[config.mk]
export PLATFORM = sky130hd
export DESIGN_NAME = dac_sample_serializer_flat
export DESIGN_NICKNAME = d
export VERILOG_FILES = /design/src/rtl/sine_gen_pkg.sv /design/src/rtl/dac_sample_serializer_if.sv /design/src/rtl/dac_sample_serializer_sclk_tick_gen.sv /design/src/rtl/dac_sample_serializer.sv /design/src/flat_wrapper.sv
export SDC_FILE = /design/constraint.sdc
export NUM_CORES = 1
export LEC_CHECK = 0
export ABC_AREA = 1
export CORE_ASPECT_RATIO = 0.5
export CORE_MARGIN = 2
export CORE_UTILIZATION = 45
export CTS_CLUSTER_DIAMETER = 120
export DETAILED_ROUTE_END_ITERATION = 10
export GPL_TIMING_DRIVEN = 0
export PLACE_DENSITY = 0.72
export SYNTH_ARGS = -nofsm -noshare
export SYNTH_HDL_FRONTEND = slang
export SYNTH_HIERARCHICAL = 1
export SYNTH_SLANG_ARGS = --single-unit
export TNS_END_PERCENT = 30
[constraint.sdc]
create_clock -name clk -period 1.87 [get_ports clk]
set_clock_uncertainty 0.2 [all_clocks]
set_input_delay 0.561 -clock clk [delete_from_list [all_inputs] [get_ports clk]]
set_output_delay 0.561 -clock clk [all_outputs]
set_load 0.02 [all_outputs]
[src/rtl/sine_gen_pkg.sv]
// sine_gen_pkg: shared constants and types for the sine generator sample path
package sine_gen_pkg;
  localparam int DATA_W_DEF = 16;
  localparam logic [1:0] S_IDLE  = 2'd0;
  localparam logic [1:0] S_SHIFT = 2'd1;
  localparam logic [1:0] S_GAP   = 2'd2;
  typedef logic [DATA_W_DEF-1:0] sample_t;
endpackage

[src/rtl/dac_sample_serializer_if.sv]
// dac_sample_serializer_if: sample handshake plus 3-wire DAC pins and status
interface dac_sample_serializer_if #(parameter int DATA_W = sine_gen_pkg::DATA_W_DEF);
  logic [DATA_W-1:0] sample_in;
  logic sample_valid;
  logic sample_ready;
  logic dac_sclk;
  logic dac_din;
  logic dac_cs_n;
  logic busy;
  logic done;
  modport master (
    output sample_in, sample_valid,
    input  sample_ready, dac_sclk, dac_din, dac_cs_n, busy, done
  );
  modport slave (
    input  sample_in, sample_valid,
    output sample_ready, dac_sclk, dac_din, dac_cs_n, busy, done
  );
endinterface

[src/rtl/dac_sample_serializer_sclk_tick_gen.sv]
// sclk_tick_gen: divider that ticks once every CLK_DIV enabled cycles
module sclk_tick_gen #(
  parameter int CLK_DIV = 4
) (
  input  logic clk,
  input  logic rst,
  input  logic clr,
  input  logic en,
  output logic tick
);
  localparam int DW = CLK_DIV > 1 ? $clog2(CLK_DIV) : 1;
  logic [DW-1:0] div;
  assign tick = en && div == DW'(CLK_DIV - 1);
  // count enabled cycles, wrapping to zero on the terminal count
  always_ff @(posedge clk)
    if (rst || clr) div <= '0;
    else if (en) div <= tick ? '0 : div + 1'b1;
endmodule

[src/rtl/dac_sample_serializer.sv]
// dac_sample_serializer: shifts handshaken samples MSB-first to a 3-wire serial DAC
module dac_sample_serializer
  import sine_gen_pkg::*;
#(
  parameter int DATA_W  = DATA_W_DEF,
  parameter int CLK_DIV = 4,
  parameter int CS_GAP  = 2
) (
  input logic clk,
  input logic rst,
  dac_sample_serializer_if.slave bus
);
  localparam int BW = DATA_W > 1 ? $clog2(DATA_W) : 1;
  localparam int GW = $clog2(CS_GAP + 1);
  logic [1:0] state;
  logic [DATA_W-1:0] shreg;
  logic [BW-1:0] bcnt;
  logic [GW-1:0] gcnt;
  logic sclk, done, tick, gap_end, ready, take;
  // the last gap cycle already offers ready so back-to-back frames keep the gap at CS_GAP
  assign gap_end = state == S_GAP && gcnt == GW'(CS_GAP - 1);
  assign ready = state == S_IDLE || gap_end;
  assign take = bus.sample_valid && ready;
  sclk_tick_gen #(.CLK_DIV(CLK_DIV)) u_tick (
    .clk(clk),
    .rst(rst),
    .clr(take),
    .en(state == S_SHIFT),
    .tick(tick)
  );
  // frame FSM: capture, toggle sclk on ticks, shift on falling edges, then hold cs_n high
  always_ff @(posedge clk)
    if (rst) begin
      state <= S_IDLE;
      shreg <= '0;
      bcnt  <= '0;
      gcnt  <= '0;
      sclk  <= 1'b0;
      done  <= 1'b0;
    end else begin
      done <= 1'b0;
      if (take) begin
        state <= S_SHIFT;
        shreg <= bus.sample_in;
        bcnt  <= BW'(DATA_W - 1);
        sclk  <= 1'b0;
      end else if (state == S_SHIFT && tick) begin
        sclk <= ~sclk;
        if (sclk && bcnt == '0) begin
          state <= S_GAP;
          gcnt  <= '0;
          done  <= 1'b1;
        end else if (sclk) begin
          shreg <= shreg << 1;
          bcnt  <= bcnt - 1'b1;
        end
      end else if (state == S_GAP) begin
        if (gap_end) state <= S_IDLE;
        else gcnt <= gcnt + 1'b1;
      end
    end
  assign bus.sample_ready = ready;
  assign bus.busy = state != S_IDLE;
  assign bus.dac_cs_n = state != S_SHIFT;
  assign bus.dac_sclk = sclk;
  assign bus.dac_din = state == S_SHIFT && shreg[DATA_W-1];
  assign bus.done = done;
endmodule

[src/flat_wrapper.sv]
// flat-port wrapper written by rule: the top's interface ports become plain ports
module dac_sample_serializer_flat import sine_gen_pkg::*;
#(
  parameter int DATA_W  = DATA_W_DEF,
  parameter int CLK_DIV = 4,
  parameter int CS_GAP  = 2
)
  (clk, rst, bus_sample_in, bus_sample_valid, bus_sample_ready, bus_dac_sclk, bus_dac_din, bus_dac_cs_n, bus_busy, bus_done);
  dac_sample_serializer_if #(.DATA_W(DATA_W)) bus_i ();
  input logic clk;
  input logic rst;
  input wire logic [$bits(bus_i.sample_in)-1:0] bus_sample_in;
  input wire logic [$bits(bus_i.sample_valid)-1:0] bus_sample_valid;
  output wire logic [$bits(bus_i.sample_ready)-1:0] bus_sample_ready;
  output wire logic [$bits(bus_i.dac_sclk)-1:0] bus_dac_sclk;
  output wire logic [$bits(bus_i.dac_din)-1:0] bus_dac_din;
  output wire logic [$bits(bus_i.dac_cs_n)-1:0] bus_dac_cs_n;
  output wire logic [$bits(bus_i.busy)-1:0] bus_busy;
  output wire logic [$bits(bus_i.done)-1:0] bus_done;
  assign bus_i.sample_in = bus_sample_in;
  assign bus_i.sample_valid = bus_sample_valid;
  assign bus_sample_ready = bus_i.sample_ready;
  assign bus_dac_sclk = bus_i.dac_sclk;
  assign bus_dac_din = bus_i.dac_din;
  assign bus_dac_cs_n = bus_i.dac_cs_n;
  assign bus_busy = bus_i.busy;
  assign bus_done = bus_i.done;
  dac_sample_serializer #(.DATA_W(DATA_W), .CLK_DIV(CLK_DIV), .CS_GAP(CS_GAP)) u_core (.clk(clk), .rst(rst), .bus(bus_i));
endmodule
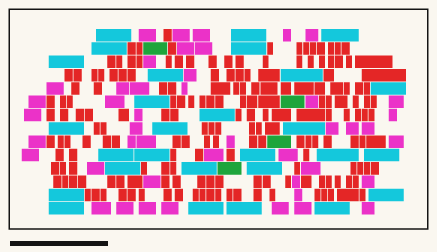
run_1/placement_by_type.png
The bar under the picture is 20 um long.
[combinational and other logic] red | cells: 181 | share of their area: 48%
[sequential cells] cyan | cells: 28 | share of their area: 30%
[clock drivers and dummy loads] green | cells: 4 | share of their area: 2.8%
[remaining buffers and delay cells] magenta | cells: 45 | share of their area: 20%
total core area: 3070 um2
fraction of area in registers: 28.8%
post-layout util: 64.9%

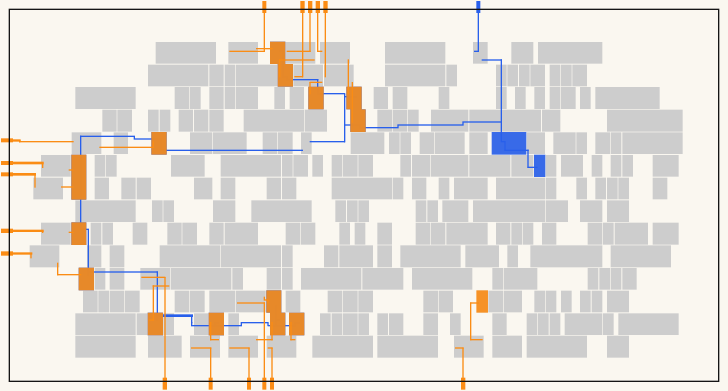
run_1/io_fan.png
[bus_sample_valid] blue | bits: 1 | direction: input | edge: north | end cells: 17 | buffers: 2 | wire: 153 um
[bus_sample_in] orange | bits: 16 | direction: input | edge: 6 south, 5 west, 5 north | end cells: 16 | buffers: 16 | wire: 164 um

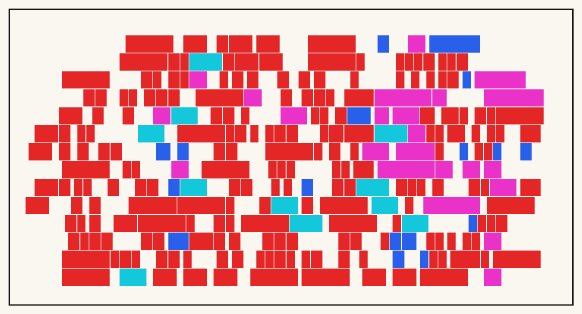
run_1/sizes.png
[_3 and _4 cells] magenta | cells: 23 | share: 8.9%
[_2 cells] blue | cells: 17 | share: 6.6%
[_0 and _1 cells] red | cells: 207 | share: 80%
[_6 and larger] cyan | cells: 11 | share: 4.3%
worst setup margin: -0.128 ns
area delta synth->final: 34.1%
Non-Clock Buffer Count: 45
fin area: 1990 um2

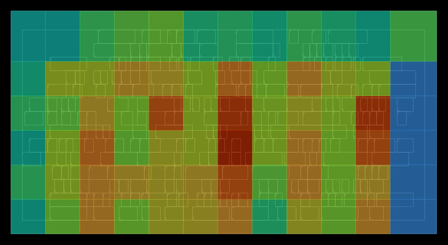
run_1/congestion.png
wire length per cell: 12.1 um
gr usage total: 20.0%
grt met2 use: 32.2%

==> ci_impl_report.md, run 1 <==
## PnR job results

| Metric | Value |
|---|---|
| Status | `complete, but fails checks` |
| Failing checks | `setup timing` |
| Critical path capture point type | `output pin` |
| Worst path slowest cell | `dfxtp_2` |
| Final cycle utilization of the critical path | `107%` |
| Syn Area/Cell | `6.74 um2` |
| Main flop type | `dfxtp_1` |
| Fin. max-slew vios | `0` |
| Clock group share of total power | `28.9%` |
| Clock distribution power | `0.383 mW` |
| Rows | `14` |
| FF-to-FF Start | `u_core/state[1]` |
| Worst slew pin tran | `0.451 ns` |
| ANT nets after route | `0` |
| WS Path Type | `register to output pin` |
| Crit path time final | `2.00 ns` |
| DRT Wirelength | `3600 um` |
| Yosys warns | `6` |
| Worst Setup EP | `bus_sample_ready` |
| Worst setup margin | `-0.128 ns` |
| Hold/Removal Path Class | `register to register` |
| Cts bufs inserted | `3` |
| Final setup fails | `1` |
| CP max FO | `2` |
| Cell count of the worst hold path | `2` |
| Width of the die | `85.2 um` |
| Yosys Chip Area | `1480 um2` |
| Worst-path clk slew | `0.09 ns` |
| Register bit total from synthesis | `28` |
| Io pins | `25` |
| CP Launch Type | `register` |
| Highest routed layer | `met4` |
| Final hold vios | `0` |
| Chip area | `3800 um2` |
| Vias | `1511` |
| Synth Cell Area | `1480 um2` |
| Leak pwr | `0.887 nW` |
| R2r worst-path depth | `11` |
| Commonest Layout Cell | `nand3_1` |
| Max-Cap Viols | `0` |
| DR WL met3 | `155 um` |
| CP arrival | `1.24 ns` |
| DRC | `0` |
| Synth Instances | `220` |
| Tot Pwr | `1.33 mW` |
| Vias in the first global route | `1311` |
| Hpwl dp | `2310 um` |
| Reg power frac | `48.7%` |
| Top cells by area | `dfxtp_1, nand3_1, nand2_1` |
| ANT cells | `0` |
| Post-Place Cells | `283` |
| Fmax | `0.501 GHz` |
| Vias per inst | `5.07` |
| TNS Setup | `-0.128 ns` |
| FILL cells | `282` |
| Area leader share | `37.8%` |
| Net Switching | `0.375 mW` |
| Die height | `44.6 um` |
| Bufs on Longest Clock Path | `2` |
| Worst IR Drop VDD | `0.000311 V` |
| Final #Nets | `282` |
| Comb power | `0.296 mW` |
| Comb power frac | `22.3%` |
| Seq/Total Area, Yosys | `37.8%` |
| GRT overflow | `0` |
| Most frequent cells in the layout | `nand3_1, nand2_1, inv_1, dfxtp_1, a21oi_1` |
| Asr flop ratio synth | `0%` |
| RePlAce Congestion | `0.780` |
| Initial antenna violation count | `0` |
| M1 WL | `1800 um` |
| CP cell instances | `inv_2, ha_4, inv_4, a21oi_4, buf_6, buf_6` |
-- run 1: area by class of cell --
cell class	instances	area [um2]	share of cell area [%]
buffer	11	87.6	4.41
clock buffer	4	55.1	2.77
inverter	35	136	6.86
multi-input combinational	146	786	39.5
sequential	28	573	28.8
tap	40	50.0	2.52
timing repair buffer	34	300	15.1
-- run 1: flip-flops by register name, summed over array words and instances (netlist names) --
signal	count
u_core/bcnt	4
u_core/bus.done	1
u_core/u_tick/div	2
u_core/shreg	16
u_core/bus.dac_sclk	1
u_core/gcnt	2
u_core/state	2
-- run 1: kinds of logic (layout without fill, tap and decap cells) --
group | Yosys count | count (layout) | synth area share (%)
xor gates and xnor gates | 1 | 1 | 0.591
buffers and inverters | 46 | 84 | 13.1
adders and majority gates | 4 | 4 | 3.38
and+or+nand+nor | 113 | 113 | 35.1
AOI/OAI and AO/OA | 28 | 28 | 10.0
DFF | 28 | 28 | 37.8
-- run 1: synth_stat cells (2+ instances only) --
library cell and n:
nand3_1 53, ha_1 4, clkbuf_1 3, buf_2 5, nand2_2 3, nand2_1 41, buf_4 2, nand4_1 2
inv_1 34, a21oi_1 24, dfxtp_1 28, nor2_1 11
-- run 1: critical path, delay by kind of cell, from the launching register on --
kind | cells | cell delay [ns]
fa+ha+maj | 1 | 0.14
compound gates | 1 | 0.15
buf+inv | 4 | 0.32
flops | 1 | 0.33
-- run 1: routing by layer --
layer	global-route usage, %	vias to the layer above
met1	26.8	691
met2	32.2	29
met3	5.78	4
met4	5.08	0
met5	0	-
li1	-	787
-- run 1: stage by stage --
| stage | instance area, um2 | utilization, % |
|---|---|---|
| after floorplan | 1490 | - |
| after global placement | 1770 | 57.7 |
| after detailed placement | 1770 | 57.7 |
| after CTS | 1930 | 63.0 |
| after global routing | 1990 | 64.9 |
| final | 1990 | 64.9 |
run_1/metal_density.png
The bar under the picture is 20 um long. The die is cut into 17 by 9 equal tiles; dark purple is low, yellow is high, scaled to the fullest tile. Values are wire area over tile area, all layers added.
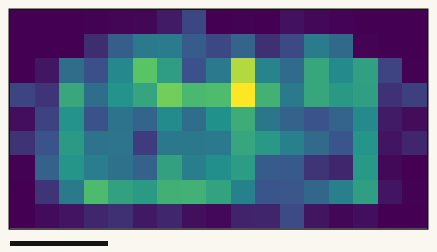

==> inputs of run 2 (changes only) <==
CTS_BUF_LIST = sky130_fd_sc_hd__clkbuf_8   (was unset)
SKIP_LAST_GASP = 1   (was unset)
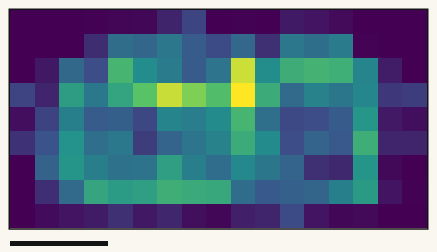
run_2/metal_density.png
The bar under the picture is 20 um long. The die is cut into 17 by 9 equal tiles; dark purple is low, yellow is high, scaled to the fullest tile. Values are wire area over tile area, all layers added.
densest ninth of the die: center
mean over tiles: 0.15
nearly empty tiles: 19%
DRT Wirelength: 3570 um
vias: 1502
wire length per cell: 12.0 um

==> run 2 against run 1 <==
The flow still finishes with violations (setup timing). Critical path type unchanged. Sequential power barely moved. Setup slack better by 0.0050 ns. Largest cell class unchanged. Critical path depth shrank 1. Sequential cell count is the same. Register-to-register slack about the same. Count of clock-buffer cells in the layout stayed put.
==> ci_impl_report.md, run 2 <==
## PnR job results

| Metric | Value |
|---|---|
| Status | `complete, but fails checks (unchanged)` |
| Failing checks | `setup timing (unchanged)` |
| ANT nets after route | `0 (unchanged)` |
| Tool Warnings | `29 (unchanged)` |
| Cell variety after synth | `22 (unchanged)` |
| Largest net degree at the start of global routing | `16 (unchanged)` |
| Hold/Removal Path Class | `register to register (unchanged)` |
| Seq/Total Area, Yosys | `37.8% (unchanged)` |
| DR pass1 iterations | `4 (unchanged)` |
| Post-Layout Cell Count | `298 (unchanged)` |
| Power Dens Cells | `669 nW/um2 (was 666 nW/um2)` |
| Total core area | `3070 um2 (unchanged)` |
| Top cell by count, worst path | `buf_6 (unchanged)` |
| Share of post-route cells with drive strength above 1 | `19.8% (unchanged)` |
| Die height | `44.6 um (unchanged)` |
| Vias per inst | `5.04 (was 5.07)` |
| Hpwl dp | `2310 um (unchanged)` |
| Largest regs | `u_core/shreg (16), u_core/bcnt (4) (unchanged)` |
| Cell taking the most area after synthesis | `dfxtp_1 (unchanged)` |
| Htree depth | `1 (unchanged)` |
| Clk root buf | `clkbuf_8 (unchanged)` |
| TNS Setup | `-0.123 ns (was -0.128 ns)` |
| Yosys Chip Area | `1480 um2 (unchanged)` |
| CTS tree | `yes (unchanged)` |
| Crit path launch | `u_core/gcnt[0] (was u_core/gcnt[1])` |
| Gr usage total | `20.0% (unchanged)` |
| Reg with most FFs | `u_core/shreg (unchanged)` |
| Final setup fails | `1 (unchanged)` |
| Yosys warns | `6 (unchanged)` |
| Number of flip-flops in the largest register | `16 (unchanged)` |
| EDFF count, synth | `0 (unchanged)` |
| Fmax | `0.502 GHz (was 0.501 GHz)` |
| Fin area | `1990 um2 (about the same)` |
| Commonest Layout Cell | `nand3_1 (unchanged)` |
| Yosys stat cell total | `220 (unchanged)` |
| Width of the die | `85.2 um (unchanged)` |
| RePlAce Congestion | `0.780 (unchanged)` |
| Critical path capture point type | `output pin (unchanged)` |
| Worst slew pin tran | `0.460 ns (was 0.451 ns)` |
| Post-Place Cells | `283 (unchanged)` |
| Synth Cell Area | `1480 um2 (unchanged)` |
| Crit path time final | `1.99 ns (was 2.00 ns)` |
| CP max FO | `3 (was 2)` |
| CP arrival | `1.23 ns (was 1.24 ns)` |
| Max_slew headroom | `69.3% (was 69.9%)` |
| Max-Cap Viols | `0 (unchanged)` |
| Clock Sinks | `28 (unchanged)` |
| Final #Nets | `282 (unchanged)` |
| FP Util | `48.4% (unchanged)` |
| Vias in the first global route | `1309 (was 1311)` |
| DRC | `0 (unchanged)` |
| Chip area | `3800 um2 (unchanged)` |
| Worst path slowest cell | `dfxtp_2 (unchanged)` |
| Worst IR Drop VDD | `0.000311 V (about the same)` |
| Io pins | `25 (unchanged)` |
| Final cycle utilization of the critical path | `107% (about the same)` |
| Final hold slack | `0.286 ns (about the same)` |
| First-pass GRT wire length | `5890 um (was 5900 um)` |
| Flop area | `571 um2 (was 573 um2)` |
| CP cell instances | `ha_4, inv_2, a21oi_4, buf_6, buf_6 (was inv_2, ha_4, inv_4, a21oi_4, buf_6, buf_6)` |
| Synth Instances | `220 (unchanged)` |
| Area delta synth->final | `33.9% (was 34.1%)` |
| Area leader share | `37.8% (unchanged)` |
| Top cells by area | `dfxtp_1, nand3_1, nand2_1 (unchanged)` |
| Asr flop ratio synth | `0% (unchanged)` |
| WS Path Type | `register to output pin (unchanged)` |
| Final hold vios | `0 (unchanged)` |
| Late-Pin Clk Latency | `0.28 ns (about the same)` |
| Worst setup margin | `-0.123 ns (was -0.128 ns)` |
| Crit path largest cell delay | `0.38 ns (was 0.33 ns)` |
| Synth cell count leaders | `nand3_1, nand2_1, inv_1, dfxtp_1, a21oi_1 (unchanged)` |
| CP Launch Type | `register (unchanged)` |
| FILL cells | `281 (was 282)` |
| RSZ-0062 raised after global routing | `true (unchanged)` |
| DP Worst Slack | `-0.687 ns (unchanged)` |
| Bufs on Longest Clock Path | `2 (unchanged)` |
| Post-layout util | `64.8% (was 64.9%)` |
| Main flop type | `dfxtp_1 (unchanged)` |
| ANT cells | `0 (unchanged)` |
| Initial DRC Count | `83 (was 97)` |
| Rows | `14 (unchanged)` |
| Syn Area/Cell | `6.74 um2 (unchanged)` |
| Syn nets | `243 (unchanged)` |
| Hold Path Origin | `u_core/shreg[7] (unchanged)` |
| Req. time, crit path | `1.11 ns (about the same)` |
| Worst-path clk slew | `0.10 ns (was 0.09 ns)` |
| Cts hold-fix bufs | `0 (unchanged)` |
| Initial antenna violation count | `0 (unchanged)` |
| Port bufs | `23 (unchanged)` |
| FF-to-FF Start | `u_core/state[0] (was u_core/state[1])` |
| Cell Area, Placed | `1770 um2 (unchanged)` |
| Top-count cell post-synth | `nand3_1 (unchanged)` |
| Fin. max-slew vios | `0 (unchanged)` |
| Leak pwr | `0.896 nW (was 0.887 nW)` |
| GRT overflow | `0 (unchanged)` |
| R2R setup slack | `0.08 ns (was 0.09 ns)` |
| Most frequent cells in the layout | `nand3_1, nand2_1, inv_1, dfxtp_1, a21oi_1 (unchanged)` |
| Cts bufs inserted | `3 (unchanged)` |
| Tot Pwr | `1.33 mW (about the same)` |
| Register bit total from synthesis | `28 (unchanged)` |
| Comb gate area | `781 um2 (was 786 um2)` |
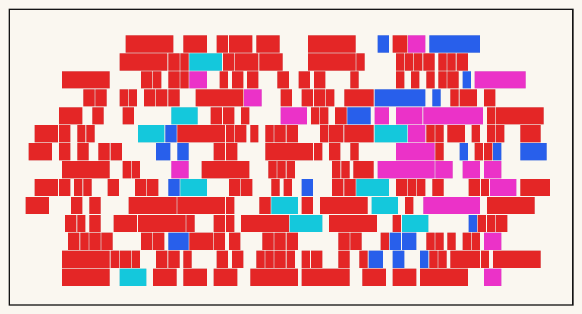
run_2/sizes.png
[_0 and _1 cells] red | cells: 207 | share: 80%
[_3 and _4 cells] magenta | cells: 19 | share: 7.4%
[_6 and larger] cyan | cells: 11 | share: 4.3%
[_2 cells] blue | cells: 21 | share: 8.1%

-- run 2: worst max-delay path, delay by kind of cell (launching register included) --
kind                     cells  cell delay (ns)
AND-OR/OR-AND                1             0.15
adder cells (fa/ha/maj)      1             0.14
buffers and inverters        3             0.27
flip-flops                   1             0.38
-- run 2: metal layers --
layer | global-route usage, % | up-vias | share of wire (%)
met5 | 0 | - | 0
met4 | 5.08 | 0 | 0.70
met3 | 5.60 | 4 | 4.4
met2 | 32.7 | 30 | 45
met1 | 26.6 | 680 | 50
li1 | - | 788 | -
-- run 2: worst paths after layout --
check | to | cells after the start
worst max-delay path | bus_sample_ready | 5
worst min-delay path | u_core/shreg[7] | 2
worst max register to register | u_core/shreg[2] | 12
worst min register to register | u_core/shreg[7] | 2
-- run 2: where the power goes --
group,total [mW],switching (mW),internal (mW),leakage (nW)
registers,0.647,0.0185,0.629,0.232
clock network,0.384,0.195,0.189,0.0288
logic,0.297,0.162,0.135,0.636
total,1.33,0.376,0.953,0.896
-- run 2: logic make-up (layout without fill, tap and decap cells) --
family,after synthesis,in the layout,synth area share [%]
AOI/OAI and AO/OA,28,28,10.0
xor gates and xnor gates,1,1,0.591
buffers and inverters,46,84,13.1
and+or+nand+nor,113,113,35.1
adders and majority gates,4,4,3.38
DFF,28,28,37.8
-- run 2: layout make-up --
cell class / instances / share of cell area [%]
repair buffers: 34 / 15.6
well taps: 40 / 2.52
flip-flops and latches: 28 / 28.7
inverters: 35 / 6.74
plain buffers: 11 / 4.28
clock buffers: 4 / 2.77
multi-input cells: 146 / 39.3
-- run 2: repair_timing --
| action | 4_1_cts | 5_1_grt |
|---|---|---|
| cloned | 0 | 1 |
| buffers inserted | 9 | 1 |
| pin swaps | 3 | 1 |
| gates resized | 38 | 13 |
| endpoints found under the setup margin | 30 | 29 |
No activity file was given, so power comes from the tool's default toggle rates.
